Run 1, clock distribution:
The bar under the picture is 20 um long.
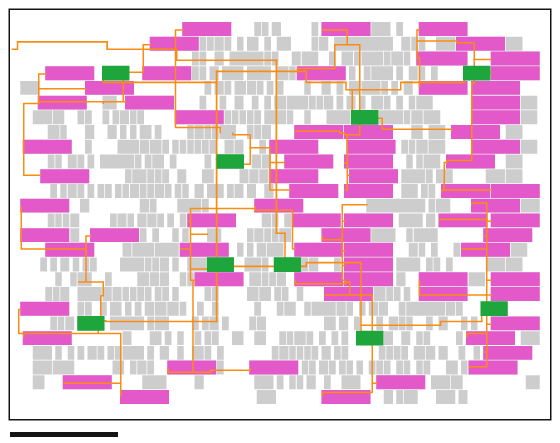
Run 1, sequential cells grouped by signal name:
Other sequential cells in the stronger grey, the rest of the logic in the fainter grey.
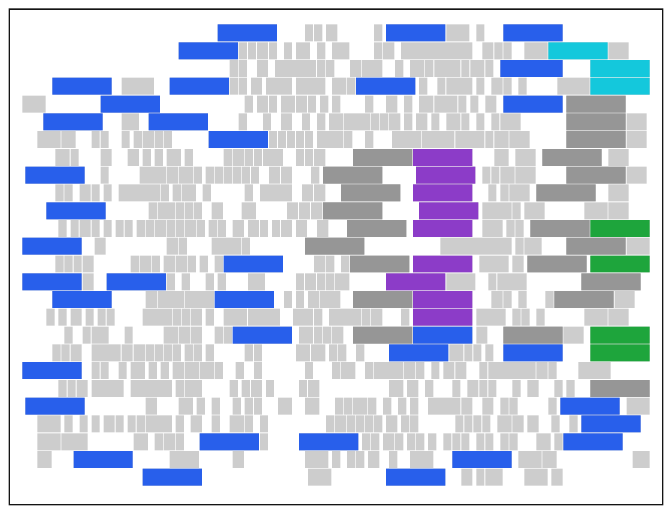
Run 1, metal 4:
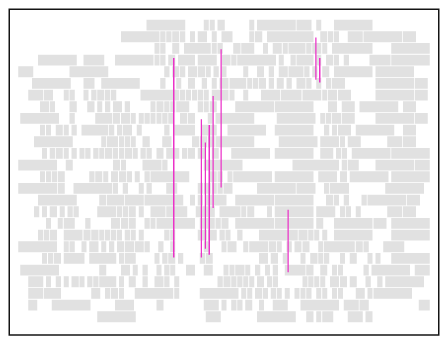
==> config.mk <==
export PLATFORM = sky130hd
export DESIGN_NAME = addr_gen_multi
export DESIGN_NICKNAME = d
export VERILOG_FILES = /design/src/rtl/addr_gen_multi.sv
export SDC_FILE = /design/constraint.sdc
export NUM_CORES = 1
export LEC_CHECK = 0
export ABC_AREA = 1
export CAP_MARGIN = 20
export CORE_ASPECT_RATIO = 0.75
export CORE_MARGIN = 1.5
export CORE_UTILIZATION = 57
export DETAILED_ROUTE_END_ITERATION = 8
export GPL_TIMING_DRIVEN = 0
export MAX_ROUTING_LAYER = met4
export PLACE_DENSITY_LB_ADDON = 0.2
export SLEW_MARGIN = 0
export SYNTH_ARGS = -nofsm -noshare
export SYNTH_HDL_FRONTEND = slang
export SYNTH_SLANG_ARGS = --single-unit
==> constraint.sdc <==
create_clock -name clk -period 1.9 [get_ports clk]
set_input_delay 0.475 -clock clk [delete_from_list [all_inputs] [get_ports clk]]
set_output_delay 0.475 -clock clk [all_outputs]
set_load 0.05 [all_outputs]
==> run summary, run 1 <==
Results of an implementation run.

The run finished with clean final reports. The number of cells in the yosys synthesis report is 509. Headroom to the max-slew limit came out at roughly two fifths. Clock-pin slew was measured on the worst setup and hold paths at around 0.08 ns. For the completed layout, the total cell area is recorded as between 4000 and 5000 um2. Setup slack on the worst reg-to-reg path comes out at approximately 0.17 ns. The switching share of total power is ~27%. The first detailed-routing pass ran for 5 iterations.

The share of post-route cells with drive strength above 1 is between 10% and 20%. The number of multi-input logic gates is approximately 380. Counting instances in the post-synthesis netlist gives the leading cell types as sky130_fd_sc_hd__nand2_1, sky130_fd_sc_hd__dfrtp_1, sky130_fd_sc_hd__nand3_1. The cell taking the most area after synthesis is sky130_fd_sc_hd__dfrtp_1. The flow reports an fmax of around 580 MHz. Setup repair after global routing left no endpoint under its margin.

The routed design shows a wire length per standard cell of roughly 13 um. The internal power contribution is around 2500 uW. The horizontal die size is approximately 100 um. The number of inserted filler cells in the final layout is between 500 and 600.

The maximum cell stage delay along the critical path is 0.47 ns. Together, buffers and inverters on the worst path number 2. The most critical min-delay path falls under input pin to asynchronous set/reset pin. The share of the synthesized netlist area taken by xor and xnor gates is under 10%.

Recorded from the global router log, the overflow total was 0. The setup TNS is 0 ns. The layout has 30 buffers outside the clock class. The post-route report lists met1 wire length as roughly 4200 um. The number of maximum-capacitance constraint violations is 0. By instance count after routing, the leading logic cell types are sky130_fd_sc_hd__nand2_1, sky130_fd_sc_hd__dfrtp_1, sky130_fd_sc_hd__nand3_1. The report lists the number of standard-cell rows as 26. The critical path endpoint has a required time of 2.15 ns. The fraction of the mapped netlist area in simple logic gates is between 30% and 40%. Pin placement for this block handled 29 I/O pins. Per the layout report, the design carries 48 non-clock inverters. The clock buffers instantiated in the layout total 9. The number of well taps is ~84. Combinational logic is responsible for between 10 and 15% of the overall power. During synthesis, Yosys emitted a total of 0 warnings. RePlAce ended its routability-driven mode at a weighted congestion of about 0.90.

After global routing, the most crowded layer is met2. The clock passes through at most 2 buffers. The synthesized netlist has a Yosys-reported chip area of 4010 um2. Measured along the y axis, the die boundary spans roughly 76 um. In this run the cell area of the synthesized design comes to between 4000 and 5000 um2. The starting utilization of the core area is roughly three fifths. The final count of hold timing violations is 0. The type of destination of the critical path is a register. Counting every net in the synthesized netlist gives ~540. The total cell area at the placement stage is about 4400 um2. The die footprint is 7540 um2.

The first global-routing pass estimated roughly 14000 um of wire. The standard cell core area is a little under 7000 um2. The met3 layer usage reported by global route is between 8 and 9%.

The dominant kind of combinational cell is simple AND/OR/NAND/NOR gates. Of all the cell area in the finished design, non-clock buffers hold approximately 5.7%. The area share of fa/ha/maj cells after synthesis is ~4.2%. The element type at the critical path start is an input pin. Post-CTS repair changed the size of 10 cells.

Per report_power, the Combinational row totals roughly 400 uW. The detailed placement HPWL is 5910 um. The final count of negative-setup-slack endpoints is 0. The cell count after synthesis came out at ~500. The number of different library cells used by synthesis comes to 31. The root buffer cell is sky130_fd_sc_hd__clkbuf_8. The average cell area after synthesis is approximately 7.9 um2. The clock distribution area overhead in the final layout is about 4.7%.

Including well taps, the total number of placed cells is roughly 620. Of the synthesized area, sequential elements account for a little under half. The number of DRC violations after detailed-routing iteration 0 is 171. The portion of synthesized area spent on multiplexers is 0%. The clock net in this run drives a total of between 70 and 80 sinks.

The worst hold margin is 0.244 ns. The final worst-path cycle share is 91.5%. The all-layer global routing usage is roughly a quarter. The synthesis report names the predominant flop master as sky130_fd_sc_hd__dfrtp_1. Traced cell by cell, the critical path runs through clkdlybuf4s50_1 -> nor2_4 -> or2_2 -> buf_1 -> nor2_1 -> nand3_1 -> nand2_1.

The arrival time at the worst endpoint is ~2 ns. The fraction of area in multi-input gates is between 40% and 50%. The critical path's top delay family is buffers and inverters. The critical setup path kind is input pin to register. The maximum fanout along the worst path is 10. The count of final max-slew check failures is 0. The share of the synthesized area in the top cell type is roughly 46%.
Back to the opening pictures, 'clock distribution':
green -> clock drivers  # count 9
magenta -> flip-flops  # count 74
orange -> clock wires  # length 933 um
flops lie = all over the die
routed clock nets = 10
worst skew pair latency: 0.36 ns
worst-case clock skew: 0.00755 ns
clock network power: 1330 uW
clock power share: 38.4%

Back to the opening pictures, 'sequential cells grouped by signal name':
green -> ofs_r2  # sequential cells 4, where right middle
purple -> sum_r  # sequential cells 9
cyan -> vld_pipe  # sequential cells 3
blue -> g_cnt.u_cnt.cnt  # sequential cells 36, where all over the die
not coloured = 22
Layout Utilization: 67.4%
sequential share of cell area: 40.4%
power dissipated in sequential cells: 1730 uW

Back to the opening pictures, 'metal 4':
main direction = vertical
nets with wire on the layer = 8
wire length on this layer = 220 um
longest straight run = 46.2 um
share of all routed wire = 2.7%
detailed-route wire length: 8240 um
count of vias placed by the detailed router: 3330

--- run 2 (diff from run 1) ---
--- a/config.mk
+++ b/config.mk
@@ -14,6 +14,7 @@
 export GPL_TIMING_DRIVEN = 0
 export MAX_ROUTING_LAYER = met4
 export PLACE_DENSITY_LB_ADDON = 0.2
+export SETUP_SLACK_MARGIN = 0.3
 export SLEW_MARGIN = 0
 export SYNTH_ARGS = -nofsm -noshare
 export SYNTH_HDL_FRONTEND = slang
Run 2, metal 4:
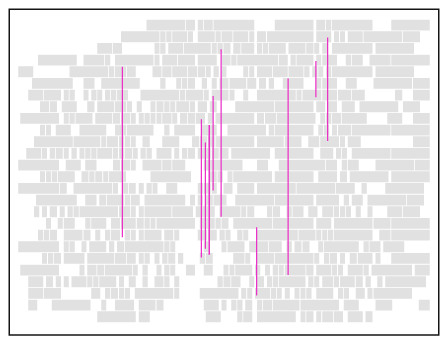
nets with wire on the layer = 9
wire length on this layer = 280 um
main direction = vertical
detailed-route wire length: 10200 um
count of vias placed by the detailed router: 3668

==> run summary, run 2 <==
Results of an implementation run.

Status: complete, no violations (unchanged). The total cell area at the placement stage is 4370 um2 (unchanged). The transition time at the pin with the least slew margin is 0.902 ns (was 0.899 ns).

The TritonCTS clock tree is yes (unchanged). The global-route track usage on met1 was 34.3% (was 33.1%). The number of placed instances, taps included is 619 (unchanged). Sequence of cells on the critical path: buf_4 -> buf_4 -> nand3_2 -> o21bai_1 -> nand2_1 -> nor2_4 -> nand3_4 -> nand3_1 -> nand2_1 (was clkdlybuf4s50_1 -> nor2_4 -> or2_2 -> buf_1 -> nor2_1 -> nand3_1 -> nand2_1). The number of cells in the yosys synthesis report is 509 (unchanged). The fraction of cell area in non-clock buffers is 8.84% (was 5.70%). The switching share of total power came to 28.2% (was 27.1%). Most instantiated cells after synthesis: sky130_fd_sc_hd__nand2_1, sky130_fd_sc_hd__dfrtp_1, sky130_fd_sc_hd__nand3_1 (unchanged).

The dominant cell by count in the synthesized netlist is sky130_fd_sc_hd__nand2_1 (unchanged). The maximum fanout along the worst path is 5 (was 10). The final antenna-violating net count is 0 (unchanged). The combinational cell area excluding buffers and inverters was 2410 um2 (was 1970 um2). The proportion of register bits with asynchronous set or reset after synthesis is 100% (unchanged). The met1 layer wirelength in the final routing is 4500 um (was 4190 um). The number of maximum-capacitance constraint violations is 0 (unchanged). The source-to-sink clock delay at the later pin of the worst-skew pair was 0.37 ns (was 0.36 ns). The worst clock skew on the final layout was 0.00802 ns (was 0.00755 ns).

The critical setup path kind is register to register (was input pin to register). The headroom to the max-slew limit was 39.8% (was 40.1%). The total of cells resized after clock tree synthesis came to 49 (was 10).

The flip-flop count of the largest register after layout is 36 (unchanged). The post-synthesis register bit count is 74 (unchanged). The share of the synthesized netlist area taken by xor and xnor gates is 1.75% (unchanged).

The sequential cell count is 74 (unchanged). The dominant kind of combinational cell is simple AND/OR/NAND/NOR gates (unchanged). The detailed placement HPWL is 5910 um (unchanged). The sequential logic power was 1730 uW (about the same). The final worst-path cycle share was 88.6% (was 91.5%).

The maximum frequency from static timing analysis came to 594 MHz (was 575 MHz). The reported clock group power is 1350 uW (was 1330 uW). The post-route non-filler standard cell count is 661 (was 634). The pre-CTS setup slack is -0.256 ns (unchanged). The setup TNS is 0 ns (unchanged).

The net load switching power is 1030 uW (was 940 uW). The count of final max-slew check failures is 0 (unchanged). The worst-case clock buffer depth came to 2 (unchanged).

The wire length of the first global-routing pass is 14400 um (was 13900 um). The share of post-route cells with drive strength above 1 came to 32.1% (was 11.5%). The number of multi-input logic gates is 387 (was 383). The fraction of the mapped netlist area in simple logic gates is 38.0% (unchanged). The multiplexer share of the synthesized area is 0% (unchanged). The required time of the worst setup path is 2.16 ns (was 2.15 ns).

The final count of negative-setup-slack endpoints was 0 (unchanged). Top logic cells by instance count in the layout: sky130_fd_sc_hd__nand2_1, sky130_fd_sc_hd__dfrtp_1, sky130_fd_sc_hd__nor2_1 (was sky130_fd_sc_hd__nand2_1, sky130_fd_sc_hd__dfrtp_1, sky130_fd_sc_hd__nand3_1). The post-route standard cell area excluding fillers is 5250 um2 (was 4580 um2). The share of the synthesized area in the top cell type came to 46.2% (unchanged). The clock distribution area overhead in the final layout is 4.10% (was 4.69%). The number of I/O pins is 29 (unchanged).

The type of destination of the critical path is a register (unchanged). The horizontal die size is 99.8 um (unchanged). The root buffer cell was sky130_fd_sc_hd__clkbuf_8 (unchanged). The cell kind with the greatest summed area is combinational gates (unchanged). The peak-usage layer in the global routing report is met2 (unchanged). The power of the combinational group is 554 uW (was 403 uW).

The proportion of power drawn by flip-flops and latches is 47.6% (was 49.9%). The number of well taps is 84 (unchanged). The combined flip-flop and latch cell area came to 1870 um2 (was 1850 um2). The number of DRC violations after detailed-routing iteration 0 is 258 (was 171). The number of inserted filler cells in the final layout is 435 (was 569). The count of plain and timing-repair buffers in the layout is 53 (was 30). The sequential fraction of total cell area came to 35.6% (was 40.4%). The area share of fa/ha/maj cells after synthesis was 4.25% (unchanged). The portion of total power attributed to combinational logic is 15.2% (was 11.6%). The number of cells produced by synthesis is 509 (unchanged). The register-to-register setup slack came to 0.22 ns (was 0.17 ns). The post-synthesis chip area from yosys came to 4010 um2 (unchanged). The relative area change from synthesis to final layout was 31.2% (was 14.5%). The number of unique standard cell types used by synthesis is 31 (unchanged). The number of antenna violations at the first check in global routing is 0 (unchanged). RSZ-0062 raised after global routing: yes (was no). The internal power contribution is 2610 uW (was 2520 uW).

The average wire length per cell after detail routing is 15.5 um (was 13.0 um). The total length of routed met3 wires came to 624 um (was 397 um). The die footprint is 7540 um2 (unchanged). The part of the power in the clock network was 37.1% (was 38.4%). The class of the tightest hold or removal check is input pin to asynchronous set/reset pin (unchanged). The critical path's top delay family is simple AND/OR/NAND/NOR gates (was buffers and inverters).

The TritonCTS sink count is 74 (unchanged). The average cell area after synthesis was 7.87 um2 (unchanged). The arrival time at the worst endpoint is 1.94 ns (was 1.99 ns). The iteration count of the initial detailed-routing pass is 5 (unchanged). The final-stage net count is 605 (was 578). The post-synthesis cell area is 4010 um2 (unchanged). The number of logic inverters in the finished layout was 48 (unchanged). The routability congestion estimate from global placement is 0.899 (unchanged). The starting utilization of the core area is 58.9% (unchanged). The chip height is 75.6 um (unchanged).

The final count of hold timing violations is 0 (unchanged). The clock slew seen by the registers of the worst setup and hold paths was 0.08 ns (about the same). The number of nets in the synthesized netlist is 541 (unchanged). The met3 layer usage reported by global route is 8.17% (was 8.07%).

The number of placement rows came to 26 (unchanged). The worst hold margin is 0.245 ns (was 0.244 ns). The share of the core filled with cells is 77.3% (was 67.4%).

The register share after synthesis came to 46.2% (unchanged). The aggregate global routing overflow is 0 (unchanged). The number of cells on the critical path is 9 (was 7). The share of synthesized cell area in and-or and or-and compound cells was 4.90% (unchanged). The number of warnings in the stage logs is 34 (was 32).

The Yosys warning count came to 0 (unchanged). The fraction of area in multi-input gates is 46.0% (was 43.0%). The maximum cell stage delay along the critical path was 0.43 ns (was 0.47 ns). The standard cell core area is 6800 um2 (unchanged). The number of vias per cell after detailed routing was 5.55 (was 5.25).

The count of library flops with an enable pin is 0 (unchanged). The cell at the slowest stage of the critical path is sky130_fd_sc_hd__dfrtp_1 (was sky130_fd_sc_hd__clkdlybuf4s50_1). The worst path buffer plus inverter count is 2 (unchanged). The cell taking the most area after synthesis is sky130_fd_sc_hd__dfrtp_1 (unchanged). The element type at the critical path start is a register (was input pin).

The predominant post-synthesis flop cell was sky130_fd_sc_hd__dfrtp_1 (unchanged). The count of clock-net buffers in the final layout was 9 (unchanged). The all-layer global routing usage is 26.1% (was 25.2%).
Power figures rest on the tool's default switching activity, not on a simulated workload.
